Fig. 1: layout detail
Region (27, 27) to (67, 67) um. Cells in gray, sequential cells in the stronger gray; small squares are vias.
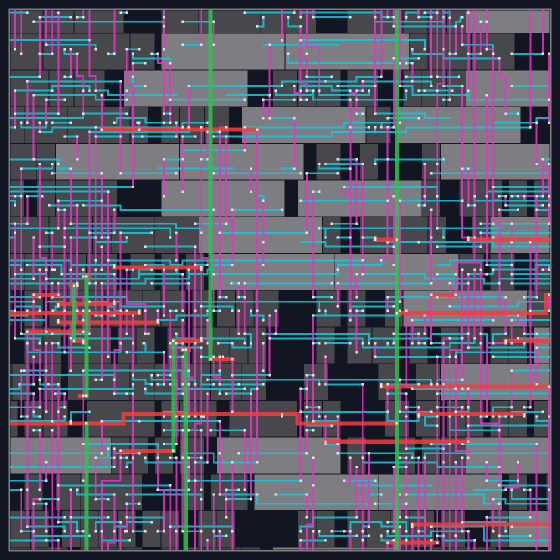
Fig. 2: signal wires on met2
(4 px per um)
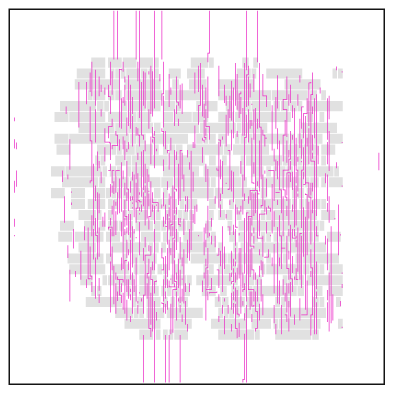
Fig. 3: placed standard cells
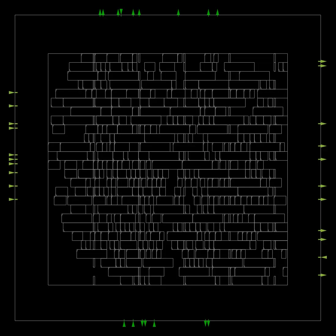
Fig. 4: metal layers overlaid
(4 px per um) Only two layers are drawn.
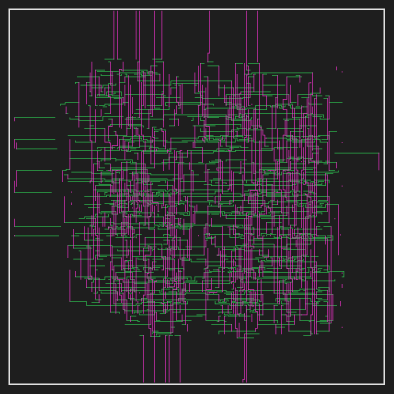
Fig. 5: I/O pins on the die edge
(4 px per um) Pins as bars across the die edge, other pins in gray.
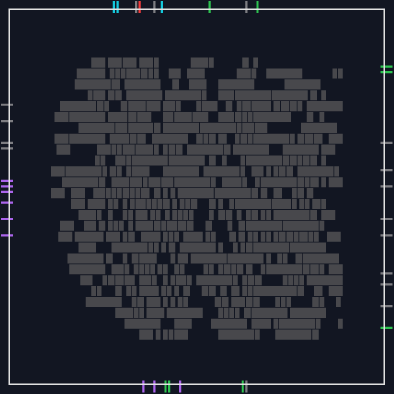
[src/rtl/sar_out_pkg.sv]
// Shared widths and the sample word type for the SAR output capture path.
// Optional SAR_OUT_DROP_CNT_EN enables the dropped-word counter in the top.
package sar_out_pkg;

    localparam int SAR_DATA_W = 9;
    localparam int DROP_CNT_W = 8;

    typedef logic [SAR_DATA_W-1:0] sample_t;

endpackage

[src/rtl/sar_out_fifo.sv]
// Synchronous FIFO with registered occupancy; head entry always visible.
// A pop on a full FIFO frees the slot the simultaneous push lands in.
module sar_out_fifo #(
    parameter int W     = 9,
    parameter int DEPTH = 4,
    localparam int PW   = $clog2(DEPTH)
) (
    input  logic          clk,
    input  logic          rst_n,
    input  logic          push,
    input  logic          pop,
    input  logic [W-1:0]  din,
    output logic [W-1:0]  dout,
    output logic [PW:0]   level,
    output logic          full,
    output logic          empty
);

    logic [W-1:0]  mem_q [DEPTH];
    logic [W-1:0]  mem_d [DEPTH];
    logic [PW-1:0] wr_q, wr_d;
    logic [PW-1:0] rd_q, rd_d;
    logic [PW:0]   lvl_q, lvl_d;
    logic          do_push;
    logic          do_pop;

    assign empty   = (lvl_q == '0);
    assign full    = (lvl_q == (PW+1)'(DEPTH));
    assign do_pop  = pop & ~empty;
    assign do_push = push & (~full | do_pop);
    assign dout    = mem_q[rd_q];
    assign level   = lvl_q;

    always_comb begin
        mem_d = mem_q;
        wr_d  = wr_q;
        rd_d  = rd_q;
        lvl_d = lvl_q;
        if (do_push) begin
            mem_d[wr_q] = din;
            wr_d        = wr_q + 1'b1;
        end
        if (do_pop) begin
            rd_d = rd_q + 1'b1;
        end
        unique case ({do_push, do_pop})
            2'b10:   lvl_d = lvl_q + 1'b1;
            2'b01:   lvl_d = lvl_q - 1'b1;
            default: lvl_d = lvl_q;
        endcase
    end

    always_ff @(posedge clk or negedge rst_n) begin
        if (!rst_n) begin
            for (int i = 0; i < DEPTH; i++) begin
                mem_q[i] <= '0;
            end
            wr_q  <= '0;
            rd_q  <= '0;
            lvl_q <= '0;
        end else begin
            mem_q <= mem_d;
            wr_q  <= wr_d;
            rd_q  <= rd_d;
            lvl_q <= lvl_d;
        end
    end

endmodule

[src/rtl/sar_out_capture.sv]
// Resynchronises the SAR done strobe, averages 2^AVG_LOG2 results and queues them.
// Define SAR_OUT_DROP_CNT_EN to build the saturating dropped-word counter.
module sar_out_capture
    import sar_out_pkg::*;
#(
    parameter int AVG_LOG2    = 2,
    parameter int FIFO_DEPTH  = 4,
    parameter int SYNC_STAGES = 2
) (
    input  logic                          CLK,
    input  logic                          RST_N,
    input  logic                          EN,
    input  logic                          CKO,
    input  logic [0:8]                    DATA,
    output logic [8:0]                    OUT_DATA,
    output logic                          OUT_VALID,
    input  logic                          OUT_READY,
    output logic [$clog2(FIFO_DEPTH):0]   LEVEL,
    output logic                          OVF,
    input  logic                          CLR_OVF,
    output logic [DROP_CNT_W-1:0]         DROP_CNT
);

    localparam int ACC_W = SAR_DATA_W + AVG_LOG2;
    localparam int CNT_W = (AVG_LOG2 > 0) ? AVG_LOG2 : 1;

    logic [SYNC_STAGES-1:0] sync_q, sync_d;
    logic                   hist_q, hist_d;
    logic [ACC_W-1:0]       acc_q, acc_d;
    logic [CNT_W-1:0]       cnt_q, cnt_d;
    logic                   ovf_q, ovf_d;

    logic                   cap;
    logic                   cnt_last;
    logic [ACC_W-1:0]       acc_sum;
    sample_t                sample;
    sample_t                word;
    logic                   push;
    logic                   pop;
    logic                   fifo_full;
    logic                   fifo_empty;
    logic                   drop;

    assign sync_d = {sync_q[SYNC_STAGES-2:0], CKO};
    assign hist_d = sync_q[SYNC_STAGES-1];
    assign cap    = sync_q[SYNC_STAGES-1] & ~hist_q & EN;

    // DATA[0] is the MSB, so the plain vector value is the sample value.
    assign sample   = DATA;
    assign acc_sum  = acc_q + ACC_W'(sample);
    assign word     = sample_t'(acc_sum >> AVG_LOG2);
    assign cnt_last = (AVG_LOG2 == 0) || (&cnt_q);

    always_comb begin
        acc_d = acc_q;
        cnt_d = cnt_q;
        push  = 1'b0;
        if (!EN) begin
            acc_d = '0;
            cnt_d = '0;
        end else if (cap) begin
            if (cnt_last) begin
                push  = 1'b1;
                acc_d = '0;
                cnt_d = '0;
            end else begin
                acc_d = acc_sum;
                cnt_d = cnt_q + 1'b1;
            end
        end
    end

    sar_out_fifo #(
        .W     (SAR_DATA_W),
        .DEPTH (FIFO_DEPTH)
    ) u_fifo (
        .clk   (CLK),
        .rst_n (RST_N),
        .push  (push),
        .pop   (pop),
        .din   (word),
        .dout  (OUT_DATA),
        .level (LEVEL),
        .full  (fifo_full),
        .empty (fifo_empty)
    );

    assign OUT_VALID = ~fifo_empty;
    assign pop       = OUT_VALID & OUT_READY;
    assign drop      = push & fifo_full & ~pop;

    // Set beats clear when a drop coincides with CLR_OVF.
    always_comb begin
        ovf_d = ovf_q;
        if (CLR_OVF) ovf_d = 1'b0;
        if (drop)    ovf_d = 1'b1;
    end

    assign OVF = ovf_q;

    always_ff @(posedge CLK or negedge RST_N) begin
        if (!RST_N) begin
            sync_q <= '0;
            hist_q <= 1'b0;
            acc_q  <= '0;
            cnt_q  <= '0;
            ovf_q  <= 1'b0;
        end else begin
            sync_q <= sync_d;
            hist_q <= hist_d;
            acc_q  <= acc_d;
            cnt_q  <= cnt_d;
            ovf_q  <= ovf_d;
        end
    end

`ifdef SAR_OUT_DROP_CNT_EN
    logic [DROP_CNT_W-1:0] drop_cnt_q, drop_cnt_d;

    always_comb begin
        drop_cnt_d = drop_cnt_q;
        if (CLR_OVF) drop_cnt_d = '0;
        if (drop && (drop_cnt_d != '1)) drop_cnt_d = drop_cnt_d + 1'b1;
    end

    always_ff @(posedge CLK or negedge RST_N) begin
        if (!RST_N) drop_cnt_q <= '0;
        else        drop_cnt_q <= drop_cnt_d;
    end

    assign DROP_CNT = drop_cnt_q;
`else
    assign DROP_CNT = '0;
`endif

endmodule

[config.mk]
export PLATFORM = sky130hd
export DESIGN_NAME = sar_out_capture
export DESIGN_NICKNAME = d
export VERILOG_FILES = /design/src/rtl/sar_out_pkg.sv /design/src/rtl/sar_out_fifo.sv /design/src/rtl/sar_out_capture.sv
export SDC_FILE = /design/constraint.sdc
export NUM_CORES = 1
export LEC_CHECK = 0
export ABC_AREA = 1
export CAP_MARGIN = 20
export CORE_MARGIN = 10
export CORE_UTILIZATION = 61
export DETAILED_ROUTE_END_ITERATION = 6
export PLACE_DENSITY = 0.94
export RECOVER_POWER = 25
export SLEW_MARGIN = 20
export SYNTH_ARGS = -nofsm -noshare
export SYNTH_HDL_FRONTEND = slang
export SYNTH_SLANG_ARGS = --single-unit
[constraint.sdc]
create_clock -name CLK -period 3.7 [get_ports CLK]
set_clock_uncertainty 0.15 [all_clocks]
set_input_delay 0.74 -clock CLK [delete_from_list [all_inputs] [get_ports CLK]]
set_output_delay 0.74 -clock CLK [all_outputs]
set_load 0.05 [all_outputs]
==> run summary <==
Notes on the physical design

The share of total power consumed by net switching is 43.0%. The largest single stage delay on the critical path is 0.82 ns. After clock tree synthesis, the repair step resized 0 gates. The average vias per placed instance is 5.48. Of the total synthesized cell area, the portion taken by XOR and XNOR cells is 2.13%. The number of top-level design ports is 37. The buffers plus inverters on the worst setup path is 2. In the final report, the number of pins over their slew limit comes to 34. The total cell area reported by yosys after synthesis is 0.00329 mm^2. The share of synthesized area spent on multiplexers is 0%. Post-synth the commonest register cell is sky130_fd_sc_hd__dfrtp_1. The flow ran to the end, but the final reports show violations. The smallest clock period supported by the final layout is computed as 3.37 ns. The layout net count is 454. The leakage power in the latest report is 1.98 nW. Buffers placed on the I/O ports in this run total 28.

The tree is rooted in a sky130_fd_sc_hd__clkbuf_8. The met1 layer wirelength in the final routing is 3350 um. The setup violation total in the final timing report is 0. The initial antenna violation count came to 0. Compared with the post-synthesis result, the final layout area differs by 14.0%. Non-clock buffers make up 7.52% of the layout cell area.

Leaving out fill and tap cells, the most frequent cell in the layout is sky130_fd_sc_hd__nand2_1. The cell internal power dissipation is 1.32 mW. The cell-mix breakdown from Yosys lists the adder-cell area share as 6.93%. The warning tally printed by Yosys for this design is 0. The buffer count excluding the clock tree in the final layout is 29. The worst register-to-register path has a setup slack of 1.47 ns.

The max-cap check violation count is 1. The number of hold violations in the final report is 0. Summed over the clock group, the power is 0.579 mW. Yosys attributes the largest share of cell area to sky130_fd_sc_hd__dfrtp_1 (46%), sky130_fd_sc_hd__nand2_1 (13%), sky130_fd_sc_hd__ha_1 (5.7%). The area of the multi-input gates is 0.00155 mm^2. After floorplanning, the die was sized to cover 0.00872 mm^2. The floorplan step set the die width to 93.4 um. After clock tree synthesis, the flow added hold-fix buffers numbering 0. The met3 capacity usage during global routing is 3.84%. Per the OpenROAD power report, switching power amounts to 0.994 mW. Global routing consumed, on the met1 layer, 22.5% of the routing resources. In the global route stage, met2 resource usage came out at 27.7%. For hold timing, the worst endpoint is sync_q[1]. The cell area power density is 617 mW/mm^2. Per the synth stats, the proportion of register bits with asynchronous set or reset is 100%. According to the cell report, flip-flops and latches in the layout number 60. The kind of path behind the tightest hold check is reg2reg. The critical path ends at OUT_DATA[6]. For the worst flop-to-flop path, the logic depth is 8. The H-tree depth is 3. In the layout the commonest cells are sky130_fd_sc_hd__nand2_1 (113), sky130_fd_sc_hd__dfrtp_1 (59), sky130_fd_sc_hd__nand3_1 (34).

The remaining global-route overflow is 0. In the synthesized netlist, the number of instances is 392. The clock buffer and inverter area fraction after layout is 5.14%. The destination of the worst register-to-register timing path is u_fifo.level[2]. TritonCTS built the clock tree. Grouping stages by cell kind, the critical path spends the most delay in buffers and inverters. The maximum number of pins on one net before global-route repair is 34.

Synthesis instantiated 35 different standard cells from the library. The largest register by flop count is u_fifo.mem_q. Summing the sequential cell areas from Yosys gives 45.7% of the chip area. Setup repair after global routing left no endpoint under its margin.

By instance count, the leading cell after synthesis is sky130_fd_sc_hd__nand2_1. The transition at the pin with the smallest max-transition slack is 1.79 ns. Adding up every negative setup slack in the final design gives 0 ns. Summing all placed instances gives a cell area of 0.00355 mm^2.

Per the synth log, the flip-flop and latch total comes to 60. The cell count after placement is 481. The HPWL after detailed placement is 5320 um.

Routability-driven placement finished with a final weighted congestion of 0.898. The final reports fail on max-capacitance violations, max-slew violations. The sequential cell fraction of total power is 33.6%.

The antenna diode count is 0. The uppermost layer routed is met4. The number of global-route vias before repair came to 2713.

The post-route clock period utilization is 91.1%. The number of remaining DRC errors is 0. The main power-consuming group is combinational cells.

Summed over its instances, the top area cell type makes up 45.7% of the synthesized netlist area. The relative contribution of combinational cells to total power is 41.4%. The finished layout holds 497 standard cells, fillers aside. The dominant combinational cell family by area after synthesis is simple AND/OR/NAND/NOR gates.

The non-clock inverter total of the final layout is 33. The worst setup slack before clock tree synthesis is 0.584 ns. The most congested layer reported by global routing is met2.

The slowest stage of the critical path is the sky130_fd_sc_hd__clkdlybuf4s50_1 cell. The analysis reports a worst IR drop on VDD of 435 uV. The critical path required time is 2.81 ns.

The worst hold path passes through 0 cells. The number of enable flip-flop cells is 0. Per the post-CTS timing run, clock transition at the registers of the reported paths is 0.07 ns.

The register area is 0.00150 mm^2. The core box area is 0.00517 mm^2. The synthesized area per cell is 8.38 um^2. The smallest hold slack is 0.213 ns. The fraction of cell area in multi-input combinational cells is reported as 41.4%. In this run the critical path is formed by inv_1 -> o21ai_0 -> o22ai_1 -> clkdlybuf4s50_1.

According to the report, the first pass of detailed routing completed in 5 iterations. In this run the most critical hold path is launched from sync_q[0]. For reference, the top cells by count after synthesis are sky130_fd_sc_hd__nand2_1 (113), sky130_fd_sc_hd__dfrtp_1 (60), sky130_fd_sc_hd__nand3_1 (34). Per the layout report, the design carries 10 clock buffers. Per the area breakdown, the dominant cell category is combinational gates.

The sum of met3 wire segment lengths after detailed routing is 390 um.
Back to the opening pictures, Fig. 1:
cyan -> met1
green -> met4
magenta -> met2
red -> met3
sequential cells in the window = 22
netlist names of flops here include = `u_fifo.mem_q` (14), `acc_q` (4), `cnt_q` (2)
most frequent = nand2_1 (60), dfrtp_1 (21), nand3_1 (19)
cells with their middle in the window = 177

Back to the opening pictures, Fig. 2:
share of all routed wire = 47%
wire length on this layer = 3450 um

Back to the opening pictures, Fig. 3:
sequential portion of the cell area: 40.1%
number of filler cells placed in the layout: 363
final core area utilization: 72.4%

Back to the opening pictures, Fig. 4:
green -> met1  # wire length 3350 um
magenta -> met2  # wire length 3450 um
detailed-route wire length: 7350 um
GRT Total Usage: 17.6%
DR WL/cell: 14.8 um
vias after detailed routing: 2725

Back to the opening pictures, Fig. 5:
red -> `OUT_READY`  # pins 1, direction input, edge top
cyan -> `LEVEL`  # pins 3, direction output, edge top
green -> `DROP_CNT`  # pins 8, direction output, edge 3 bottom, 3 right, 2 top
purple -> `DATA`  # pins 9, direction input, edge 6 left, 3 bottom

No activity file was given, so power comes from the tool's default toggle rates.
